Power grid:
The bar under the picture is 20 microns long. Pins as bars on the die edge.
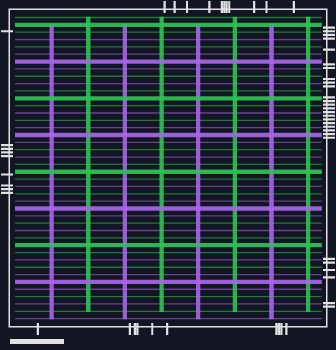
Placed cells, one colour a class:
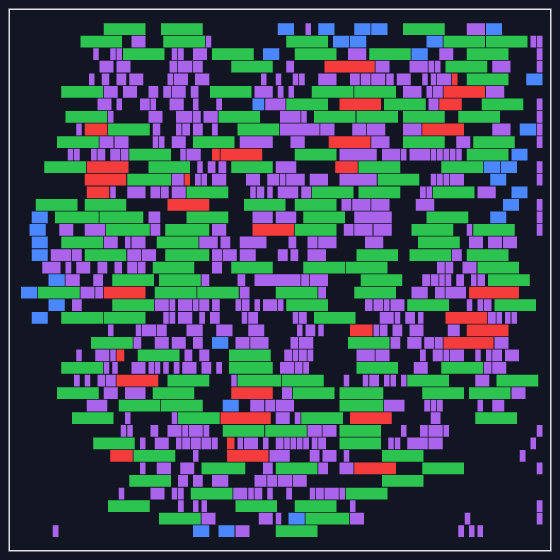
Routed clock nets over the placement:
The bar under the picture is 20 microns long.
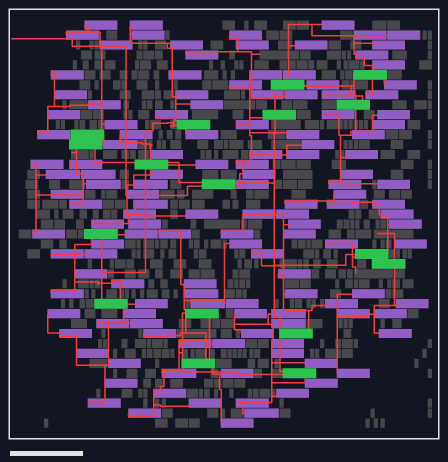
Wiring by layer:
The bar under the picture is 20 microns long.
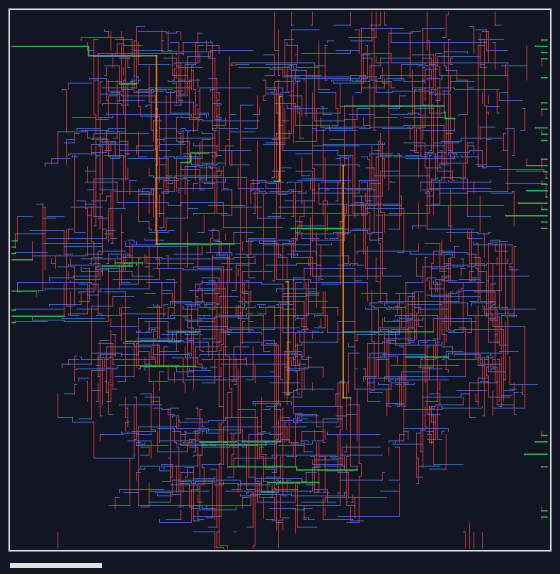
The clock network:
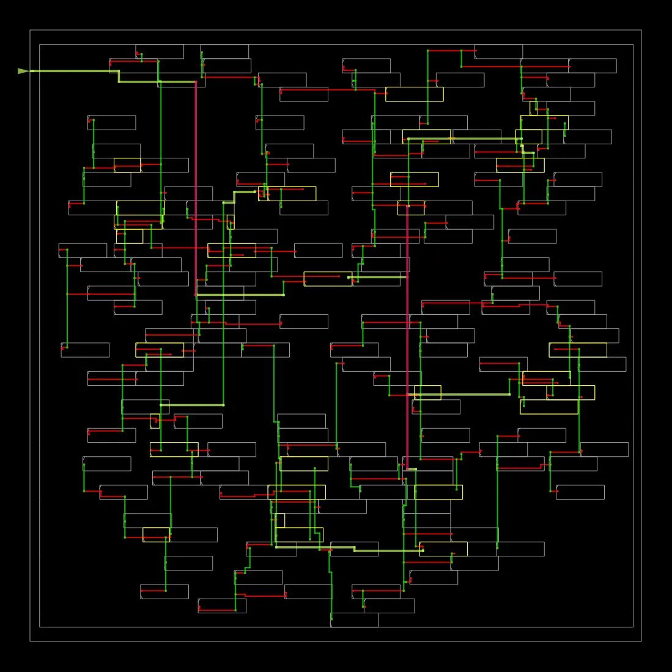
**src/rtl/snake_cmd_writer.sv**
```systemverilog
// Pushbutton to snake command bridge: debounce, queue, Avalon-MM write.
// Optional auto-repeat of a held key: define SNAKE_CMD_AUTOREPEAT_EN.
module snake_cmd_writer #(
  parameter int DEBOUNCE_CYCLES = 500000,
  parameter int FIFO_DEPTH      = 4,
  parameter int CMD_ADDR        = 0,
  parameter int ADDR_W          = 4,
  parameter int REPEAT_CYCLES   = 12500000
) (
  input  logic                        clk,
  input  logic                        reset,
  input  logic [3:0]                  key_n,
  output logic [ADDR_W-1:0]           avm_address,
  output logic                        avm_write,
  output logic [31:0]                 avm_writedata,
  input  logic                        avm_waitrequest,
  output logic [2:0]                  last_cmd,
  output logic [$clog2(FIFO_DEPTH):0] fifo_level,
  output logic [7:0]                  drop_count
);

  localparam int LW = $clog2(FIFO_DEPTH);
  localparam int CW = (DEBOUNCE_CYCLES > 1) ?
                      $clog2(DEBOUNCE_CYCLES) : 1;
  localparam logic [CW-1:0] DLIM = CW'(DEBOUNCE_CYCLES - 1);
  localparam logic [LW:0] FULL_LVL = (LW+1)'(FIFO_DEPTH);
  localparam logic [ADDR_W-1:0] ADDR = ADDR_W'(CMD_ADDR);

  typedef enum logic {IDLE, WRITE} st_t;

  logic [3:0]         sync1_q, sync2_q;
  logic [3:0]         deb_q, deb_d;
  logic [3:0][CW-1:0] cnt_q, cnt_d;
  logic [3:0]         press;
  logic [2:0]         enc_code;

  logic               push;
  logic [2:0]         push_code;
  logic               pop;
  logic               full, empty;
  logic               push_ok, drop;
  logic [2:0]         head;

  logic [2:0]         mem_q [FIFO_DEPTH];
  logic [LW:0]        wp_q, rp_q;
  logic [7:0]         drop_q;

  st_t                state_q, state_d;
  logic               write_q, write_d;
  logic [31:0]        wdata_q, wdata_d;
  logic [2:0]         last_q, last_d;
  logic [7:0]         seq_q, seq_d;

  // Key lines are asynchronous and active-low; sync resets to released.
  always_ff @(posedge clk or posedge reset) begin
    if (reset) begin
      sync1_q <= 4'hF;
      sync2_q <= 4'hF;
      deb_q   <= 4'hF;
      cnt_q   <= '0;
    end else begin
      sync1_q <= key_n;
      sync2_q <= sync1_q;
      deb_q   <= deb_d;
      cnt_q   <= cnt_d;
    end
  end

  always_comb begin
    deb_d = deb_q;
    cnt_d = '0;
    press = '0;
    for (int k = 0; k < 4; k++) begin
      if (sync2_q[k] != deb_q[k]) begin
        if (cnt_q[k] == DLIM) begin
          deb_d[k] = ~deb_q[k];
          press[k] = deb_q[k];
        end else begin
          cnt_d[k] = cnt_q[k] + CW'(1);
        end
      end
    end
  end

  // Highest key index wins when presses coincide.
  always_comb begin
    enc_code = 3'd0;
    priority case (1'b1)
      press[3]: enc_code = 3'd4;
      press[2]: enc_code = 3'd3;
      press[1]: enc_code = 3'd2;
      press[0]: enc_code = 3'd1;
      default:  enc_code = 3'd0;
    endcase
  end

`ifdef SNAKE_CMD_AUTOREPEAT_EN
  localparam int RW = (REPEAT_CYCLES > 1) ?
                      $clog2(REPEAT_CYCLES) : 1;
  localparam logic [RW-1:0] RLIM = RW'(REPEAT_CYCLES - 1);

  logic [1:0]    rsel_q, rsel_d;
  logic          ract_q, ract_d;
  logic [RW-1:0] rcnt_q, rcnt_d;
  logic          rep_push;

  always_ff @(posedge clk or posedge reset) begin
    if (reset) begin
      rsel_q <= '0;
      ract_q <= 1'b0;
      rcnt_q <= '0;
    end else begin
      rsel_q <= rsel_d;
      ract_q <= ract_d;
      rcnt_q <= rcnt_d;
    end
  end

  always_comb begin
    rsel_d   = rsel_q;
    ract_d   = ract_q;
    rcnt_d   = rcnt_q;
    rep_push = 1'b0;
    if (|press) begin
      rsel_d = 2'(enc_code - 3'd1);
      ract_d = 1'b1;
      rcnt_d = '0;
    end else if (ract_q && deb_q[rsel_q]) begin
      ract_d = 1'b0;
      rcnt_d = '0;
    end else if (ract_q) begin
      if (rcnt_q == RLIM) begin
        rep_push = 1'b1;
        rcnt_d   = '0;
      end else begin
        rcnt_d = rcnt_q + RW'(1);
      end
    end
  end

  assign push      = (|press) | rep_push;
  assign push_code = (|press) ? enc_code : {1'b0, rsel_q} + 3'd1;
`else
  assign push      = |press;
  assign push_code = enc_code;
`endif

  assign fifo_level = wp_q - rp_q;
  assign full       = (fifo_level == FULL_LVL);
  assign empty      = (fifo_level == '0);
  assign head       = mem_q[rp_q[LW-1:0]];
  assign pop        = (state_q == WRITE) && !avm_waitrequest;
  assign push_ok    = push && (!full || pop);
  assign drop       = push && full && !pop;

  always_ff @(posedge clk or posedge reset) begin
    if (reset) begin
      for (int i = 0; i < FIFO_DEPTH; i++) mem_q[i] <= '0;
      wp_q   <= '0;
      rp_q   <= '0;
      drop_q <= '0;
    end else begin
      if (push_ok) begin
        mem_q[wp_q[LW-1:0]] <= push_code;
        wp_q <= wp_q + (LW+1)'(1);
      end
      if (pop) rp_q <= rp_q + (LW+1)'(1);
      if (drop && drop_q != 8'hFF) drop_q <= drop_q + 8'd1;
    end
  end

  always_ff @(posedge clk or posedge reset) begin
    if (reset) begin
      state_q <= IDLE;
      write_q <= 1'b0;
      wdata_q <= '0;
      last_q  <= '0;
      seq_q   <= '0;
    end else begin
      state_q <= state_d;
      write_q <= write_d;
      wdata_q <= wdata_d;
      last_q  <= last_d;
      seq_q   <= seq_d;
    end
  end

  always_comb begin
    state_d = state_q;
    unique case (state_q)
      IDLE:    if (!empty) state_d = WRITE;
      WRITE:   if (!avm_waitrequest) state_d = IDLE;
      default: state_d = IDLE;
    endcase
  end

  // Head stays put during WRITE, so it names the in-flight command.
  always_comb begin
    write_d = write_q;
    wdata_d = wdata_q;
    last_d  = last_q;
    seq_d   = seq_q;
    unique case (state_q)
      IDLE: begin
        if (!empty) begin
          write_d = 1'b1;
          wdata_d = {16'h0, seq_q, 5'b0, head};
        end
      end
      WRITE: begin
        if (!avm_waitrequest) begin
          write_d = 1'b0;
          last_d  = head;
          seq_d   = seq_q + 8'd1;
        end
      end
      default: write_d = 1'b0;
    endcase
  end

  assign avm_address   = ADDR;
  assign avm_write     = write_q;
  assign avm_writedata = wdata_q;
  assign last_cmd      = last_q;
  assign drop_count    = drop_q;

endmodule
```
**config.mk**
```make
export PLATFORM = sky130hd
export DESIGN_NAME = snake_cmd_writer
export DESIGN_NICKNAME = d
export VERILOG_FILES = /design/src/rtl/snake_cmd_writer.sv
export SDC_FILE = /design/constraint.sdc
export NUM_CORES = 1
export LEC_CHECK = 0
export CAP_MARGIN = 0
export CORE_MARGIN = 1.5
export CORE_UTILIZATION = 50
export DETAILED_ROUTE_END_ITERATION = 12
export PLACE_DENSITY = 0.7
export SYNTH_ARGS = -nofsm -noshare
export SYNTH_HDL_FRONTEND = slang
export SYNTH_SLANG_ARGS = --single-unit
```
**constraint.sdc**
```tcl
create_clock -name clk -period 9.99 [get_ports clk]
set_input_delay 1.4985 -clock clk [delete_from_list [all_inputs] [get_ports clk]]
set_output_delay 1.4985 -clock clk [all_outputs]
set_load 0.01 [all_outputs]
```
==> flow_summary.yaml <==
# synthesis and place-and-route metrics
clock_tree:
  tritoncts: "built"
  cts_root_buffer: "sky130_fd_sc_hd__clkbuf_16"
  numClockSinks: 138
  tritoncts.num_buffers: 17
  clk_pin_slew_ns: 0.06
  post-cts-setup-buffer-count: 0
  postCtsHoldBufs: 0
  ctsLongestPathBuffers: 2
  clk-insertion-delay-late_ns: 0.41
  clock_tree.htree_level_count: 4
  postCtsResizedCells: 0
final_timing:
  fin_tns_setup_ns: 0
  setup-violations-final: 0
  final-max-slew-violation-count: 0
  count_of_endpoints_failing_hold_in_the_final_timing_report: 0
  timing.final.ws_setup_ns: 6.11
detailed_routing:
  vias_per_cell: 5.15
  finalWirelength_microns: 11400
  route.antenna.remaining_nets: 0
logic_synthesis:
  xor_share_pct: 11.4
  synth_compound_gate_area_share_pct: 2.29
  synth_stat.cells: 591
  synth-edff-count: 0
  synth.cellmix.simpleShare_pct: 19.6
  yosysUniqueCellTypes: 45
  yosys-top-cells-count: "sky130_fd_sc_hd__dfrtp_1, sky130_fd_sc_hd__nor2_1, sky130_fd_sc_hd__nand2_1"
  ys_warn_count: 0
  synth_top_cell_by_area: "sky130_fd_sc_hd__dfrtp_1"
  fa_ha_area_share_pct: 2.62
power:
  combPwrFrac_pct: 13.6
  clkPwrFrac_pct: 44.5
  peak_supply_drop_mv: 0.127
  p_leak_nw: 3.36
  p_seq_mw: 0.640
  internal_power_mw: 1.17
final_layout:
  antenna_cells_inserted: 0
  final_layout_top_logic_cell: "sky130_fd_sc_hd__dfrtp_1"
  drive_gt1_share_pct: 12.3
placement:
  area_post_placement_sq_um: 6910
  pre_cts_slack_ns: 6.13
floorplanning:
  core.rowCount: 41
  die_height_microns: 117
  floorplan.die.width_microns: 117
setup_path:
  setup.worst_path.end_class: "output pin"
  path_max_fanout: 6
  chain_of_cells_forming_the_critical_path: "ha_1, fa_1, xor3_1, clkdlybuf4s50_1"
global_route:
  number_of_global_route_vias_before_repair: 4253
  antenna_violations_before_repair: 0
run_status:
  run_status: "complete, no violations"
-- 'power grid' (at the start) --
net	colour
VSS	purple
VDD	green
rows	41
met4 straps	8
met5 straps	8

-- 'placed cells, one colour a class' (at the start) --
class	colour	cells	share of their area
flip-flops	green	138	47%
clock drivers and dummy loads	red	32	8.9%
all other logic	purple	441	39%
other buffers and delay cells	blue	33	4.5%

-- 'routed clock nets over the placement' (at the start) --
[cells driving clock nets] green | count: 17
[clock wires] red | length: 1700 microns
[flip-flops] purple | count: 138
flops lie	spread over the die
routed clock nets	18

-- 'wiring by layer' (at the start) --
layer	colour	wire length
met2	red	5700 microns
met4	orange	134 microns
met3	green	327 microns
met1	blue	5280 microns

-- 'the clock network' (at the start) --
power in the clock group: 0.680 mW
count of clock-net buffers in the final layout: 25
Worst Skew: 0.00485 ns

==> path summary, 6_finish.rpt <==
kind | from | end | slack [ns] | cells past startpoint
worst max-delay path | rp_q[0]$_DFFE_PP0P_ | fifo_level[2] | 6.11 | 4
worst min-delay path | sync1_q[1]$_DFF_PP1_ | sync2_q[1]$_DFF_PP1_ | 0.35 | 0
worst max register to register | rp_q[0]$_DFFE_PP0P_ | drop_count[1]$_DFFE_PP0P_ | 6.90 | 7
worst min register to register | sync1_q[1]$_DFF_PP1_ | sync2_q[1]$_DFF_PP1_ | 0.35 | 0
max in group asynchronous | reset | cnt_q[24]$_DFF_PP0_ | 7.09 | 3
min in group asynchronous | reset | cnt_q[11]$_DFF_PP0_ | 1.51 | 2
==> sequential cells by signal, indices dropped and copies added (netlist names) <==
signal         cells
avm_write          1
avm_writedata     11
cnt_q             76
deb_q              4
drop_count         8
last_cmd           3
mem_q             12
rp_q               3
seq_q              8
state_q            1
sync1_q            4
sync2_q            4
wp_q               3
==> metal layers <==
metal | GRT usage (%) | vias to the layer above | part of all wire (%)
met3 | 4.22 | 10 | 2.8
met4 | 8.19 | 0 | 1.2
met5 | 0 | - | 0
met2 | 30.1 | 77 | 50
li1 | - | 2030 | -
met1 | 23.7 | 2082 | 46
==> metrics by stage <==
stage / util, % / cells / hold WS [ns]
final: 59.7 / 816 / 0.354
after global routing: 59.7 / 816 / 0.362
after CTS: 59.7 / 816 / 0.354
after detailed placement: 54.5 / 784 / 0.347
after global placement: 54.5 / 784 / 0.347
after floorplan: - / 615 / 0.345
==> layout make-up <==
type	count	area [sq um]
clock buffers	25	515
clock inverters	7	135
fillers	1053	5110
inverters	15	61.3
multi-input cells	426	2840
flip-flops and latches	138	3470
well taps	172	215
repair buffers	33	328
Power is estimated from default activity; no workload was simulated.
